<file path="src/rtl/bcd_clock_counter.sv">
// Time-of-day counter holding 24h BCD digits, with up/down stepping, checked
// parallel load, day-wrap pulse and a combinational 12h hour presentation.
module bcd_clock_counter #(
    parameter int SECONDS  = 1,
    parameter int RST_HOUR = 0
) (
    input  logic       clk,
    input  logic       rst_n,
    input  logic       en,
    input  logic       dir,
    input  logic       load,
    input  logic [3:0] ld_s_u,
    input  logic [2:0] ld_s_t,
    input  logic [3:0] ld_m_u,
    input  logic [2:0] ld_m_t,
    input  logic [3:0] ld_h_u,
    input  logic [1:0] ld_h_t,
    input  logic       mode_12h,
    output logic [3:0] s_u,
    output logic [2:0] s_t,
    output logic [3:0] m_u,
    output logic [2:0] m_t,
    output logic [3:0] h_u,
    output logic [1:0] h_t,
    output logic       pm,
    output logic       wrap,
    output logic       load_err
);

    localparam bit         HAS_SEC = (SECONDS != 0);
    localparam logic [1:0] RST_HT  = 2'(RST_HOUR / 10);
    localparam logic [3:0] RST_HU  = 4'(RST_HOUR % 10);

    logic [3:0] sU, mU, hU, nSU, nMU, nHU;
    logic [2:0] sT, mT, nST, nMT;
    logic [1:0] hT, nHT;
    logic       nWrap, nErr;
    logic       secMax, secZero, minMax, minZero, hourMax, hourZero;
    logic       ldHourOk, ldSecOk, ldOk;

    // Without seconds the seconds field behaves as permanently at both ends,
    // so every step carries/borrows straight into the minutes.
    assign secMax   = HAS_SEC ? (sU == 4'd9 && sT == 3'd5) : 1'b1;
    assign secZero  = HAS_SEC ? (sU == 4'd0 && sT == 3'd0) : 1'b1;
    assign minMax   = (mU == 4'd9) && (mT == 3'd5);
    assign minZero  = (mU == 4'd0) && (mT == 3'd0);
    assign hourMax  = (hT == 2'd2) && (hU == 4'd3);
    assign hourZero = (hT == 2'd0) && (hU == 4'd0);

    assign ldHourOk = (ld_h_t == 2'd2) ? (ld_h_u <= 4'd3)
                                       : ((ld_h_t < 2'd2) && (ld_h_u <= 4'd9));
    assign ldSecOk  = !HAS_SEC || ((ld_s_u <= 4'd9) && (ld_s_t <= 3'd5));
    assign ldOk     = ldSecOk && (ld_m_u <= 4'd9) && (ld_m_t <= 3'd5) && ldHourOk;

    always_comb begin
        nSU   = sU;
        nST   = sT;
        nMU   = mU;
        nMT   = mT;
        nHU   = hU;
        nHT   = hT;
        nWrap = 1'b0;
        nErr  = 1'b0;
        if (load) begin
            if (ldOk) begin
                nSU = HAS_SEC ? ld_s_u : 4'd0;
                nST = HAS_SEC ? ld_s_t : 3'd0;
                nMU = ld_m_u;
                nMT = ld_m_t;
                nHU = ld_h_u;
                nHT = ld_h_t;
            end else begin
                nErr = 1'b1;
            end
        end else if (en) begin
            if (!dir) begin
                if (HAS_SEC) begin
                    nSU = (sU == 4'd9) ? 4'd0 : sU + 4'd1;
                    if (sU == 4'd9)
                        nST = (sT == 3'd5) ? 3'd0 : sT + 3'd1;
                end
                if (secMax) begin
                    nMU = (mU == 4'd9) ? 4'd0 : mU + 4'd1;
                    if (mU == 4'd9)
                        nMT = (mT == 3'd5) ? 3'd0 : mT + 3'd1;
                end
                if (secMax && minMax) begin
                    if (hourMax) begin
                        nHU = 4'd0;
                        nHT = 2'd0;
                    end else if (hU == 4'd9) begin
                        nHU = 4'd0;
                        nHT = hT + 2'd1;
                    end else begin
                        nHU = hU + 4'd1;
                    end
                end
                nWrap = secMax && minMax && hourMax;
            end else begin
                if (HAS_SEC) begin
                    nSU = (sU == 4'd0) ? 4'd9 : sU - 4'd1;
                    if (sU == 4'd0)
                        nST = (sT == 3'd0) ? 3'd5 : sT - 3'd1;
                end
                if (secZero) begin
                    nMU = (mU == 4'd0) ? 4'd9 : mU - 4'd1;
                    if (mU == 4'd0)
                        nMT = (mT == 3'd0) ? 3'd5 : mT - 3'd1;
                end
                if (secZero && minZero) begin
                    if (hourZero) begin
                        nHU = 4'd3;
                        nHT = 2'd2;
                    end else if (hU == 4'd0) begin
                        nHU = 4'd9;
                        nHT = hT - 2'd1;
                    end else begin
                        nHU = hU - 4'd1;
                    end
                end
                nWrap = secZero && minZero && hourZero;
            end
        end
    end

    always_ff @(posedge clk or negedge rst_n) begin
        if (!rst_n) begin
            sU       <= 4'd0;
            sT       <= 3'd0;
            mU       <= 4'd0;
            mT       <= 3'd0;
            hU       <= RST_HU;
            hT       <= RST_HT;
            wrap     <= 1'b0;
            load_err <= 1'b0;
        end else begin
            sU       <= nSU;
            sT       <= nST;
            mU       <= nMU;
            mT       <= nMT;
            hU       <= nHU;
            hT       <= nHT;
            wrap     <= nWrap;
            load_err <= nErr;
        end
    end

    logic [4:0] hourBin;
    logic [3:0] hour12;

    assign hourBin = {hT, 3'b000} + {2'b00, hT, 1'b0} + {1'b0, hU};

    // 00 shows as 12 AM; 13..23 fold down by twelve.
    always_comb begin
        if (hourBin == 5'd0)
            hour12 = 4'd12;
        else if (hourBin > 5'd12)
            hour12 = 4'(hourBin - 5'd12);
        else
            hour12 = hourBin[3:0];
    end

    assign s_u = sU;
    assign s_t = sT;
    assign m_u = mU;
    assign m_t = mT;
    assign h_u = mode_12h ? ((hour12 >= 4'd10) ? hour12 - 4'd10 : hour12) : hU;
    assign h_t = mode_12h ? ((hour12 >= 4'd10) ? 2'd1 : 2'd0) : hT;
    assign pm  = mode_12h && (hourBin >= 5'd12);

endmodule

</file>
<file path="config.mk">
export PLATFORM = sky130hd
export DESIGN_NAME = bcd_clock_counter
export DESIGN_NICKNAME = d
export VERILOG_FILES = /design/src/rtl/bcd_clock_counter.sv
export SDC_FILE = /design/constraint.sdc
export NUM_CORES = 1
export LEC_CHECK = 0
export CAP_MARGIN = 20
export CORE_MARGIN = 8
export CORE_UTILIZATION = 40
export DETAILED_ROUTE_END_ITERATION = 10
export PLACE_DENSITY = 0.69
export SYNTH_ARGS = -nofsm -noshare
export SYNTH_HDL_FRONTEND = slang
export SYNTH_SLANG_ARGS = --single-unit
</file>
<file path="constraint.sdc">
create_clock -name clk -period 3.7 [get_ports clk]
set_input_delay 0.555 -clock clk [delete_from_list [all_inputs] [get_ports clk]]
set_output_delay 0.555 -clock clk [all_outputs]
set_load 0.005 [all_outputs]
</file>
Fig. 1: run 1, cell sizes after repair
Scale bar: 20 um.
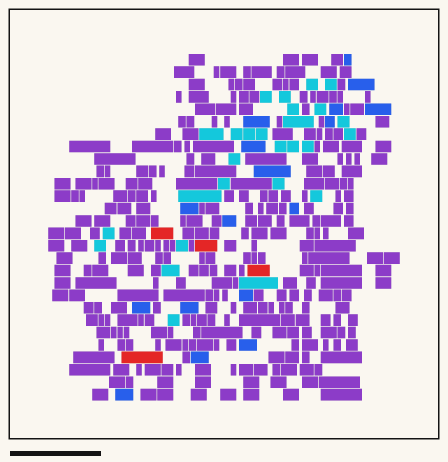
color	size	cells
cyan	_3 and _4 cells	27
blue	_2 cells	17
purple	_0 and _1 cells	313
red	_6 and larger	4
number of non-clock buffers: 71
fin worst setup slack: 120 ps
final instance area: 0.00317 sq mm

Fig. 2: run 1, clock wiring as the flow saved it
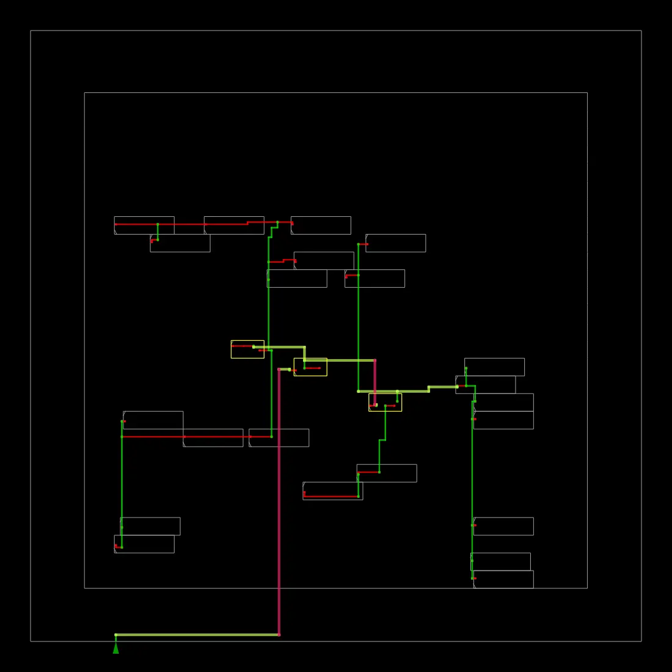
Post-Route Skew: 3.20 ps
total clock buffers created by CTS: 3
clock latency at the later pin of the worst-skew pair: 260 ps
Clock net power: 0.149 mW

Fig. 3: run 1, close-up of the layout
Window x 55 to 85, y 8 to 38 um. Cells in gray, sequential cells in the stronger gray; small squares are vias.
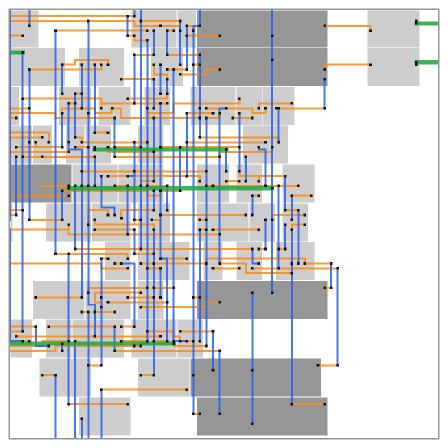
color	layer
orange	metal 1
blue	metal 2
green	metal 3
netlist names of flops here include	`m_u` (4), `load_err` (1)
sequential cells in the window	5
most frequent	clkdlybuf4s50_1 (7), o21ai_0 (6), dfrtp_1 (5)
cells with their middle in the window	49

Fig. 4: run 1, routed clock nets over the placement
Scale bar: 20 um.
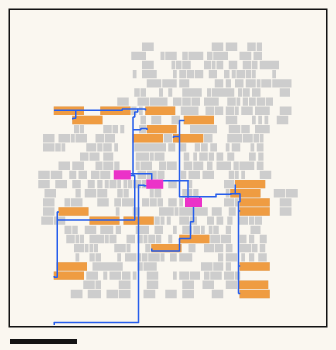
[blue] clock wires | length: 331 um
[magenta] clock drivers | count: 3
[orange] flip-flops | count: 22
routed clock nets	4
Clock power frac: 7.9%

==> notes.md, run 1 <==
Here are the numbers from the latest Yosys + OpenROAD run.

STA shows the worst reg2reg path with a cell count of 5. The buffering stage count on the worst path with inverters included came out at 2. Tracing the worst setup path back leads to its startpoint at hU[1]$_DFFE_PN0P_.

The share of synthesized area occupied by flip-flops and latches is 22.7%. The maximum number of buffers from clock root to sink came out at 2. The area taken by multi-input combinational cells is reported as 0.00176 sq mm. Yosys mapped a number of flops with a built-in enable equal to 0. The number of non-clock inverters in the layout came out at 17.

The post-route setup TNS is 0 ps. The row count is 28. The initial antenna violation count came to 0. The total of fill cells in the finished design came out at 568. Per the log, the first TritonRoute iteration ended with a DRC count of 169. The reg-to-reg critical path endpoint is hT[1]$_DFFE_PN0P_.

Dividing the detail-routed via count by the number of cells gives 5.82. The count of inserted antenna diode cells came out at 0. The synthesis report names the predominant flop master as dfrtp_1. Wire segments on met3 add up to 485 um in the final route.

The power dissipated by switching net loads came out at 0.811 mW. The total wire length is 6840 um. The global routing's busiest layer is met2. The portion of netlist area occupied by mux cells came out at 7.48%. The switching share of power is 43.1%. The flow ran to the end, and the final reports show no timing, DRC or antenna violations. The post-cts resize count is 10. The setup slack after placement is -112 ps.

The share of synthesized cell area in and-or and or-and compound cells is 28.9%. The area share of the largest cell type after synthesis came out at 22.7%. The delay of the slowest critical-path stage came out at 390 ps. In this run the cell area of the synthesized design comes to 0.00242 sq mm. The number of hold violations in the final report is 0. Counting I/O delays and the setup requirement, the final critical path takes 3580 ps. The top routing layer in use is met4. The area share of buffers outside the clock network is 21.0%. The core region is 0.00589 sq mm. Looking at the clock tree report, the root buffer type is clkbuf_8. The clock sink count came out at 22.

The cell type with the largest total area is dfrtp_1. Summed over all cells, the static leakage comes to 1.33 nW. Looking at the group totals, the largest power group turns out to be combinational cells.

The post-synthesis cell count from yosys came out at 310. The average routed wire per standard cell is 15.7 um. The post-layout net count came out at 404. The number of max-capacitance violations reported came out at 0. The die span in y is 93.9 um. Measured on the finished design, the core utilization comes to 53.9%.

The parity-gate share of the synthesized area counting xor and xnor cells came out at 2.53%. Registers are responsible for 23.0% of the overall power. The critical path in this run is classified as flip-flop to primary output. Measured against its own limit, the worst slew margin works out to 43.2%. The wire length of the first global-routing pass came out at 11500 um. The tally of OpenROAD warnings came out at 32. Looking at the reg2reg group, the worst path starts from m_u[0]$_DFFE_PN0P_. STA classifies the critical path startpoint as a flip-flop. In the final design, more cell area goes to logic gates than to any other class.

The critical path ends at h_u[2]. The number of top-level pins came out at 49. Yosys printed 0 warnings.

The worst path arrival time came out at 3030 ps. The final critical-path share of the clock period came out at 96.8%. The main logic family after synthesis is AND-OR/OR-AND gates. The chip area is 0.00881 sq mm. Once detail routing completed, the nets flagged for antenna violations numbered 0.

The post-synth register bit count is 22. The final non-filler cell total is 436. For this design, the CTS-stage hold fixing added 0 buffers. The max-slew violation count is 0. The final number of setup-violating endpoints came out at 0.
Fig. 5: run 1, sequential cells colored by netlist name
Scale bar: 20 um. Other sequential cells in the stronger gray, the rest of the logic in the fainter gray.
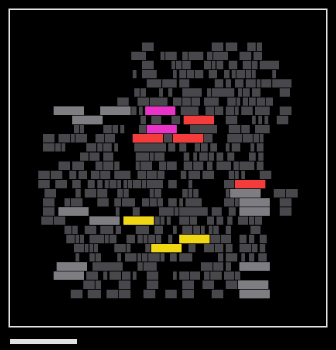

==> run 2, diff against run 1 <==
Settings changed: CORE_UTILIZATION 40 to 45, GPL_ROUTABILITY_DRIVEN set to 1, PLACE_DENSITY 0.69 to 0.75.
Fig. 6: run 2, sequential cells colored by netlist name
Scale bar: 20 um. Other sequential cells in the stronger gray, the rest of the logic in the fainter gray.
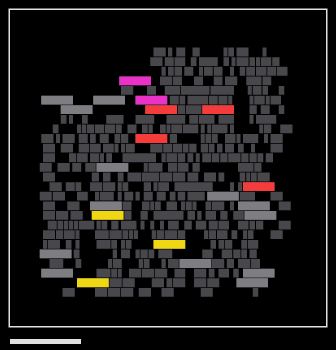
color	netlist name	flops
red	`hU`	4
magenta	`hT`	2
yellow	`m_t`	3
not colored	13
proportion of cell area occupied by registers: 17.5%
reported sequential group power: 0.432 mW
total area of sequential cells: 551 sq um
post-layout utilization of the core: 61.2%

==> run 2 against run 1 <==
  * Flip-flop count did not move
  * Final cell count fell by 1.6%
  * Combinational power fell by 6%
  * Die size fell by 9.3%
  * Area after synthesis did not move
  * Sequential share of layout area rose by 0.16 points
  * Global-route usage rose by 2.0 points
  * Clock power rose by 57%
  * Routed wire length fell by 0.99%
  * Synthesized cell count did not move
  * Core utilization rose by 7.3 points
  * Register-to-register slack improved by 50 ps
  * Critical path type unchanged
  * Critical endpoint is now h_u[3]
  * Largest cell class unchanged
  * Highest routed layer unchanged
==> notes.md, run 2 <==
Here are the numbers from the latest Yosys + OpenROAD run.

The time the worst path needs with I/O delays and setup came out at 3610 ps (was 3580 ps). The number of ordinary and repair buffers in the finished layout is 68 (was 71). The relative slew slack came to 41.3% (was 43.2%). The power dissipated in the clock network was 0.234 mW (was 0.149 mW). The total of fill cells in the finished design is 503 (was 568). The last element of the critical path is h_u[3] (was h_u[2]). The number of nets with antenna violations after routing is 0 (unchanged). The number of synthesized register bits is 22 (unchanged). The top routing layer in use is met4 (unchanged). The share of synthesized area occupied by flip-flops and latches was 22.7% (unchanged).

The global routing's busiest layer is met2 (unchanged). The average routed wire per standard cell is 15.8 um (was 15.7 um). The maximum number of buffers from clock root to sink is 2 (unchanged). The delay of the slowest critical-path stage was 400 ps (was 390 ps).

The portion of netlist area occupied by mux cells is 7.48% (unchanged). The number of top-level pins came out at 49 (unchanged). The hold buffer count at cts came out at 0 (unchanged). The main logic family after synthesis is AND-OR/OR-AND gates (unchanged). The number of hold violations in the final report came to 0 (unchanged). The static leakage came to 1.31 nW (was 1.33 nW). Result of the run: finished, final reports clean (unchanged). The final critical-path share of the clock period is 97.6% (was 96.8%).

The leading register cell type out of synthesis was dfrtp_1 (unchanged). The buffering stage count on the worst path with inverters included was 4 (was 2). The number of non-clock inverters in the layout came out at 17 (unchanged). The number of max-capacitance violations reported came to 0 (unchanged). The initial antenna violation count was 0 (unchanged). The count of inserted antenna diode cells was 0 (unchanged). The total wire length came to 6770 um (was 6840 um). The cell type with the largest total area is dfrtp_1 (unchanged). The post-layout net count is 401 (was 404).

The count of flip-flops with a built-in enable after synthesis came out at 0 (unchanged). The reg-to-reg critical path endpoint is hT[1]$_DFFE_PN0P_ (unchanged). The row count is 26 (was 28).

The chip area is 0.00799 sq mm (was 0.00881 sq mm). The final number of setup-violating endpoints is 0 (unchanged). The number of buffers inserted during clock tree synthesis was 3 (unchanged). The post-route setup TNS is 0 ps (unchanged). The part of the total power dissipated in the clock network came out at 12.4% (was 7.9%).
Fig. 7: run 2, close-up of the layout
Window x 52 to 82, y 7 to 37 um. Cells in gray, sequential cells in the stronger gray; small squares are vias.
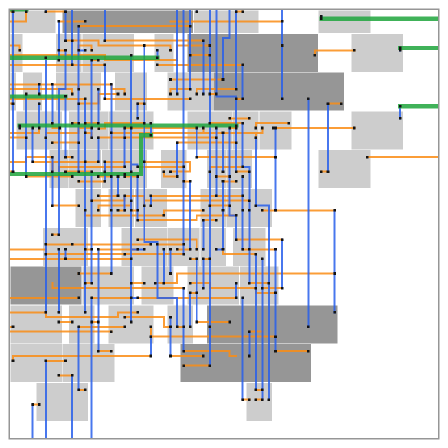
color	layer
green	metal 3
blue	metal 2
orange	metal 1
most frequent	clkdlybuf4s50_1 (9), o21ai_0 (6), dfrtp_1 (6)
cells with their middle in the window	54
netlist names of flops here include	`m_u` (4)
sequential cells in the window	6

Power and IR drop assume default switching activity.
